Figure 1. M1 wires (run 1).
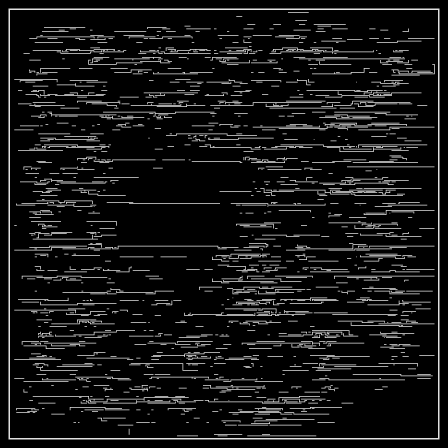
Figure 2. M2 wires (run 1).
The bar under the picture is 20 um long.
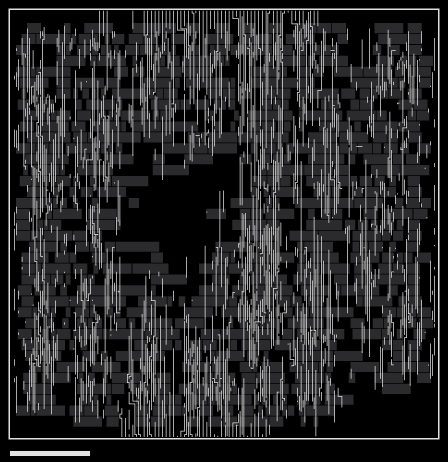
Figure 3. Met3 routing (run 1).
The bar under the picture is 20 um long.
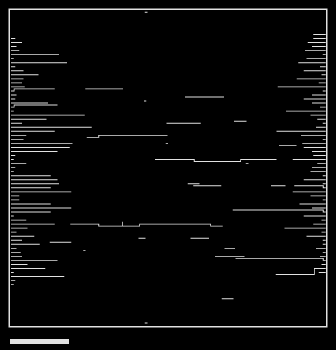
Figure 4. Routing congestion (run 1).
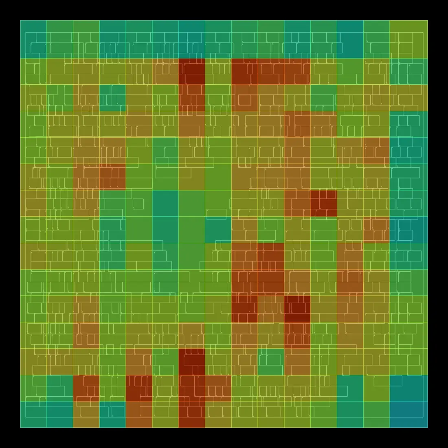
**config.mk**
```make
export PLATFORM = sky130hd
export DESIGN_NAME = wb_host_master
export DESIGN_NICKNAME = d
export VERILOG_FILES = /design/src/rtl/wb_host_master.sv
export SDC_FILE = /design/constraint.sdc
export NUM_CORES = 1
export LEC_CHECK = 0
export CAP_MARGIN = 5
export CORE_UTILIZATION = 40
export DETAILED_ROUTE_END_ITERATION = 10
export PLACE_DENSITY = 0.79
export RECOVER_POWER = 25
export SETUP_SLACK_MARGIN = 0.1
export SLEW_MARGIN = 20
export SYNTH_ARGS = -nofsm -noshare
export SYNTH_HDL_FRONTEND = slang
export SYNTH_SLANG_ARGS = --single-unit
```
**constraint.sdc**
```tcl
create_clock -name wb_clk_i -period 1.78 [get_ports wb_clk_i]
set_input_delay 0.267 -clock wb_clk_i [delete_from_list [all_inputs] [get_ports wb_clk_i]]
set_output_delay 0.267 -clock wb_clk_i [all_outputs]
set_load 0.05 [all_outputs]
```
**src/rtl/wb_host_master.sv**
```systemverilog
// wb_host_master: single-transfer Wishbone classic initiator.
// Takes one command over a valid/ready handshake and runs one read or write
// cycle on the bus. Returns read data, zero for a write, or a timeout error
// over a valid/ready response channel. Every output comes straight from a flop.

module wb_host_master #(
    parameter int TIMEOUT = 256
) (
    input  logic        wb_clk_i,
    input  logic        wb_rst_i,
    input  logic        cmd_valid_i,
    output logic        cmd_ready_o,
    input  logic        cmd_we_i,
    input  logic [3:0]  cmd_sel_i,
    input  logic [31:0] cmd_adr_i,
    input  logic [31:0] cmd_dat_i,
    output logic        rsp_valid_o,
    input  logic        rsp_ready_i,
    output logic [31:0] rsp_dat_o,
    output logic        rsp_err_o,
    output logic        wbm_cyc_o,
    output logic        wbm_stb_o,
    output logic        wbm_we_o,
    output logic [3:0]  wbm_sel_o,
    output logic [31:0] wbm_adr_o,
    output logic [31:0] wbm_dat_o,
    input  logic        wbm_ack_i,
    input  logic [31:0] wbm_dat_i,
    output logic        busy_o
);

    // The counter only has to reach TIMEOUT-1, so it can never wrap.
    localparam int CW = (TIMEOUT > 2) ? $clog2(TIMEOUT) : 1;
    localparam logic [CW-1:0] LP_CNT_LAST = CW'(TIMEOUT - 1);

    typedef enum logic [1:0] {
        ST_IDLE = 2'd0,
        ST_BUS  = 2'd1,
        ST_RESP = 2'd2
    } state_t;

    state_t        r_state;
    state_t        w_state_nxt;
    logic [CW-1:0] r_cnt;
    logic [CW-1:0] w_cnt_nxt;
    logic          w_cmd_take;
    logic [31:0]   w_rsp_dat_nxt;
    logic          w_rsp_err_nxt;

    logic          r_cmd_ready;
    logic          r_busy;
    logic          r_cyc;
    logic          r_rsp_valid;
    logic [31:0]   r_rsp_dat;
    logic          r_rsp_err;
    logic          r_we;
    logic [3:0]    r_sel;
    logic [31:0]   r_adr;
    logic [31:0]   r_dat;

    // Next-state, timeout counter and response capture for the transfer FSM.
    always_comb begin
        w_state_nxt   = r_state;
        w_cnt_nxt     = r_cnt;
        w_cmd_take    = 1'b0;
        w_rsp_dat_nxt = r_rsp_dat;
        w_rsp_err_nxt = r_rsp_err;
        case (r_state)
            ST_IDLE: begin
                if (cmd_valid_i && r_cmd_ready) begin
                    w_cmd_take  = 1'b1;
                    w_cnt_nxt   = {CW{1'b0}};
                    w_state_nxt = ST_BUS;
                end else begin
                    w_state_nxt = ST_IDLE;
                end
            end
            ST_BUS: begin
                // Ack is checked first so it wins over a simultaneous expiry.
                if (wbm_ack_i) begin
                    w_rsp_dat_nxt = r_we ? 32'h0000_0000 : wbm_dat_i;
                    w_rsp_err_nxt = 1'b0;
                    w_state_nxt   = ST_RESP;
                end else if (r_cnt == LP_CNT_LAST) begin
                    w_rsp_dat_nxt = 32'hFFFF_FFFF;
                    w_rsp_err_nxt = 1'b1;
                    w_state_nxt   = ST_RESP;
                end else begin
                    w_cnt_nxt = r_cnt + CW'(1);
                end
            end
            ST_RESP: begin
                if (rsp_ready_i) begin
                    w_state_nxt = ST_IDLE;
                end else begin
                    w_state_nxt = ST_RESP;
                end
            end
            default: begin
                w_state_nxt = ST_IDLE;
            end
        endcase
    end

    // State, command latch, response and output flags decoded from the next state.
    always_ff @(posedge wb_clk_i) begin
        if (wb_rst_i) begin
            r_state     <= ST_IDLE;
            r_cnt       <= {CW{1'b0}};
            r_cmd_ready <= 1'b1;
            r_busy      <= 1'b0;
            r_cyc       <= 1'b0;
            r_rsp_valid <= 1'b0;
            r_rsp_dat   <= 32'h0000_0000;
            r_rsp_err   <= 1'b0;
            r_we        <= 1'b0;
            r_sel       <= 4'h0;
            r_adr       <= 32'h0000_0000;
            r_dat       <= 32'h0000_0000;
        end else begin
            r_state     <= w_state_nxt;
            r_cnt       <= w_cnt_nxt;
            r_cmd_ready <= (w_state_nxt == ST_IDLE);
            r_busy      <= (w_state_nxt != ST_IDLE);
            r_cyc       <= (w_state_nxt == ST_BUS);
            r_rsp_valid <= (w_state_nxt == ST_RESP);
            r_rsp_dat   <= w_rsp_dat_nxt;
            r_rsp_err   <= w_rsp_err_nxt;
            if (w_cmd_take) begin
                r_we  <= cmd_we_i;
                r_sel <= cmd_sel_i;
                r_adr <= cmd_adr_i;
                r_dat <= cmd_dat_i;
            end else begin
                r_we  <= r_we;
                r_sel <= r_sel;
                r_adr <= r_adr;
                r_dat <= r_dat;
            end
        end
    end

    assign cmd_ready_o = r_cmd_ready;
    assign busy_o      = r_busy;
    assign wbm_cyc_o   = r_cyc;
    assign wbm_stb_o   = r_cyc;
    assign wbm_we_o    = r_we;
    assign wbm_sel_o   = r_sel;
    assign wbm_adr_o   = r_adr;
    assign wbm_dat_o   = r_dat;
    assign rsp_valid_o = r_rsp_valid;
    assign rsp_dat_o   = r_rsp_dat;
    assign rsp_err_o   = r_rsp_err;

endmodule
```
==> impl_metrics.tcl, run 1 <==
# implementation run metrics
set metrics [dict create \
    outcome "complete, no violations" \
    synthArstFlopShare_pct 0 \
    ant_nets 0 \
    core_um2 10500 \
    p_int_mw 5.80 \
    synth-xor-area-share_pct 0.802 \
    synth.most_common_cell "nand2_1" \
    yosys_area_um2 4370 \
    powerClk_mw 3.59 \
    cts_buffers 17 \
    max_freq_mhz 609 \
    hold_start "wb_rst_i" \
    cts_tree "built" \
    avgSynthCellArea_um2 8.48 \
    h-tree-depth 4 \
    dp_hpwl_um 8810 \
    timing.hold.ws_ns 0.252 \
    critPathRequiredTime_ns 1.51 \
    postCtsSetupBuffers 2 \
    p_leak_nw 2.91 \
    compound_area_share_pct 19.9 \
    met2_length_um 6410 \
    worstPathArrival_ns 1.37 \
    critPathCapture "wbm_adr_o[7]" \
    power.group.top "clock" \
    tns_ns 0 \
    grt_overflow 0 \
    ys_types 36 \
    io_pins 213 \
    setup_ws_ns 0.139 \
    timing.rr.end "r_cnt[0]$_SDFFE_PP0P_" \
    finalNetCount 830 \
    drt_iter0_drc 275 \
    ctsResizeCount 76 \
    period_used_pct 92.2 \
    grt_pass1_vias 4365 \
    logic_family "simple AND/OR/NAND/NOR gates" \
    path_cells "dlygate4sd2_1" \
    synth_seq_share_pct 53.2 \
    grt_usage_pct 22.7 \
    r2r.worst_path.cells 5 \
    cpLargestDelayFamily "buffers and inverters" \
    cpPeakStageDelay_ns 0.53 \
    final_max_slew_viol_count 0 \
    final_cells 872 \
    hold_end "r_cnt[0]$_SDFFE_PP0P_" \
    final_util_pct 67.7 \
    cp_slowest_cell "dlygate4sd2_1" \
    portBuffers 212 \
    netlist_area_um2 4370 \
    root_buffer "clkbuf_8" \
    place.gp.congestion 0.773 \
    worst_pin_slew_ns 0.635 \
    grt_max_degree 54 \
    chip_area_um2 11300 \
    final_hold_viol_count 0 \
    ys_ff 116 \
    initCoreUtil_pct 41.7 \
    combPwrFrac_pct 21.0 \
    die_y_um 107 \
    warning_count 27 \
    ys_cells 515 \
    path_max_fanout 2 \
    pre_cts_slack_ns 0.0675 \
    crit_cells 1 \
    min_path_type "input pin to flop" \
    yosys_warnings 0 \
    peakVddDrop_v 0.000561 \
    skew_ns 0.0154 \
    crit_start "wbm_adr_o[7]$_SDFFE_PP0N_" \
    maxCapViolations 0 \
    swShare_pct 29.3 \
    maxSlewHeadroom_pct 57.9 \
    met3_length_um 1090 \
    clockPowerShare_pct 43.8 \
    cp_num_buf_inv 1 \
    synth_top_cell_by_area "dfxtp_1" \
    yosys.area.top_type_share_pct 53.2 \
    hold_depth 2 \
    dpl_cell_area_um2 6600 \
    timing.rr.start "r_state[0]$_SDFF_PP0_" \
    period_needed_ns 1.64 \
    top_layer "met4" \
    fin_area_um2 7080 \
    insertion_delay_ns 0.50 \
    p_switching_mw 2.40 \
    edf_count 0 \
    power_density_nw_per_um2 1160 \
    drt_pre_antenna_iters 6 \
    power_frac_seq_pct 35.2 \
    yosys-top-cells-count "141 x nand2_1, 116 x dfxtp_1, 107 x a21oi_1" \
    syn-num-nets 622 \
    insertedDiodeCount 0 \
]
Back to the opening pictures, Figure 1:
longest straight run	26.2 um
wire length on this layer	5150 um

Back to the opening pictures, Figure 2:
nets with wire on the layer	712
share of all routed wire	50%
longest straight run	42.5 um
main direction	vertical
wire length on this layer	6410 um

Back to the opening pictures, Figure 3:
nets with wire on the layer	134
wire length on this layer	1090 um
longest straight run	30.4 um
main direction	horizontal
share of all routed wire	8.6%
M3 GR Usage: 9.07%
Vias: 4354
WL final: 12800 um

Back to the opening pictures, Figure 4:
wire length per cell: 14.7 um
grt peak-use layer: met2
M2 GR Usage: 39.5%

## run 1: layout by cell type (no fill, tap or decap), types with 3 or more instances in the layout
master / count
o21a_1: 33
nand2b_1: 35
clkdlybuf4s50_1: 104
clkbuf_1: 13
clkinv_2: 3
clkbuf_2: 23
dfxtp_1: 114
and3_1: 3
buf_12: 7
dlygate4sd2_1: 32
a21oi_1: 107
clkbuf_16: 16
nand3_1: 4
clkdlybuf4s15_1: 38
nand2_1: 141
clkinv_4: 4
buf_4: 11
nor2_1: 9
bufinv_16: 5
## run 1: area by class of cell
cell class	count	area [um^2]
Clock buffer	19	422
Clock inverter	13	208
Fill cell	896	3380
Inverter	1	3.75
Multi-Input combinational cell	360	1870
Sequential cell	116	2320
Tap cell	136	170
Timing Repair Buffer	227	2080
==> run 2: changes to the inputs <==
--- a/config.mk
+++ b/config.mk
@@ -7,6 +7,7 @@
 export LEC_CHECK = 0
 export CAP_MARGIN = 5
 export CORE_UTILIZATION = 40
+export CTS_CLUSTER_DIAMETER = 30
 export DETAILED_ROUTE_END_ITERATION = 10
 export PLACE_DENSITY = 0.79
 export RECOVER_POWER = 25
Figure 5. Routing congestion (run 2).
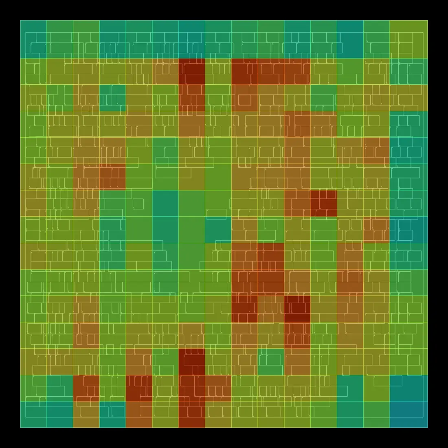
GRT met1 Usage: 25.1%
Layout Utilization: 67.7%

==> impl_metrics.tcl, run 2 <==
# implementation run metrics
set metrics [dict create \
    critPathRequiredTime_ns 1.51 \
    drt_iter0_drc 275 \
    p_switching_mw 2.40 \
    timing.rr.start "r_state[0]$_SDFF_PP0_" \
    synth-xor-area-share_pct 0.802 \
    maxSlewHeadroom_pct 57.9 \
    path_cells "dlygate4sd2_1" \
    syn-num-nets 622 \
    synth_top_cell_by_area "dfxtp_1" \
    period_needed_ns 1.64 \
    worst_pin_slew_ns 0.635 \
    yosys_area_um2 4370 \
    warning_count 27 \
    ys_cells 515 \
    antenna_found_initial 0 \
    power_frac_seq_pct 35.2 \
    worstPathArrival_ns 1.37 \
    swShare_pct 29.3 \
    ant_nets 0 \
    cpLargestDelayFamily "buffers and inverters" \
    grt_usage_pct 22.7 \
    r2r.worst_path.cells 5 \
    path_max_fanout 2 \
    dpl_cell_area_um2 6600 \
    via_count 4354 \
    cts_sinks 116 \
    tns_ns 0 \
    timing.hold.ws_ns 0.252 \
    chip_area_um2 11300 \
    insertion_delay_ns 0.50 \
    cp_num_buf_inv 1 \
    ys_ff 116 \
    wl_per_cell_um 14.7 \
    critPathCapture "wbm_adr_o[7]" \
    h-tree-depth 4 \
    p_leak_nw 2.91 \
    drt_pre_antenna_iters 6 \
    adder_share_pct 0.286 \
    fin_area_um2 7080 \
    initCoreUtil_pct 41.7 \
    cts_hold_buf 0 \
    skew_ns 0.0154 \
    grt_overflow 0 \
    avgSynthCellArea_um2 8.48 \
    portBuffers 212 \
    seq_power_mw 2.89 \
    insertedDiodeCount 0 \
    finalNetCount 830 \
    area_growth_pct 62.1 \
    yosys-top-cells-count "141 x nand2_1, 116 x dfxtp_1, 107 x a21oi_1" \
    combPwrFrac_pct 21.0 \
    hold_depth 2 \
    crit_cells 1 \
    edf_count 0 \
    logic_family "simple AND/OR/NAND/NOR gates" \
    final_cell_mix "141 x nand2_1, 114 x dfxtp_1, 107 x a21oi_1" \
    power_density_nw_per_um2 1160 \
    p_total_mw 8.20 \
    crit_start "wbm_adr_o[7]$_SDFFE_PP0N_" \
    setup_violations 0 \
    compound_area_share_pct 19.9 \
    cp_slowest_cell "dlygate4sd2_1" \
    p_int_mw 5.80 \
    cts_tree "built" \
    dp_hpwl_um 8810 \
    synthArstFlopShare_pct 0 \
    core_um2 10500 \
    synth.most_common_cell "nand2_1" \
    ys_types 36 \
    final_hold_viol_count 0 \
    netlist_area_um2 4370 \
    drive_gt1_share_pct 11.0 \
    powerClk_mw 3.59 \
    yosys.area.top_type_share_pct 53.2 \
    io_pins 213 \
    root_buffer "clkbuf_8" \
    yosys_warnings 0 \
    hold_end "r_cnt[0]$_SDFFE_PP0P_" \
    grt_pass1_vias 4365 \
    min_path_type "input pin to flop" \
    cpPeakStageDelay_ns 0.53 \
    final_cells 872 \
    peakVddDrop_v 0.000561 \
    timing.rr.end "r_cnt[0]$_SDFFE_PP0P_" \
    die_y_um 107 \
    place.gp.congestion 0.773 \
    power.group.top "clock" \
    maxCapViolations 0 \
    cp-start-kind "flop" \
    clockPowerShare_pct 43.8 \
    period_used_pct 92.2 \
    fillCellCount 896 \
    pre_cts_slack_ns 0.0675 \
    fp-row-count 37 \
    cts_buffers 17 \
    setup_ws_ns 0.139 \
    pg_comb_mw 1.72 \
    outcome "complete, no violations" \
    synth_seq_share_pct 53.2 \
    grt_max_degree 54 \
    dpl.cell_count 838 \
    drt_wl_total_um 12800 \
    max_freq_mhz 609 \
    lay_top_count "nand2_1" \
    synth_cells 515 \
    hold_start "wb_rst_i" \
    final_max_slew_viol_count 0 \
]
[run 2: final cells by class]
cell class / instances / area (um^2) / share of cell area, %
clock buffers: 19 / 422 / 5.96
clock inverters: 13 / 208 / 2.93
inverters: 1 / 3.75 / 0.0530
repair buffers: 227 / 2080 / 29.4
flip-flops and latches: 116 / 2320 / 32.8
multi-input cells: 360 / 1870 / 26.4
well taps: 136 / 170 / 2.40
[run 2: timing repair]
item	in CTS	in global routing
endpoints found under the setup margin	106	47
hold endpoints to repair	0	0
gates resized	76	48
pin swaps	1	0
setup buffers	2	0
[run 2: per-layer routing]
layer,vias up,GRT usage [%],wire [um]
li1,2135,-,-
met1,2045,25.1,5150
met2,161,39.5,6410
met3,13,9.07,1090
met4,0,7.73,127
met5,-,0,0
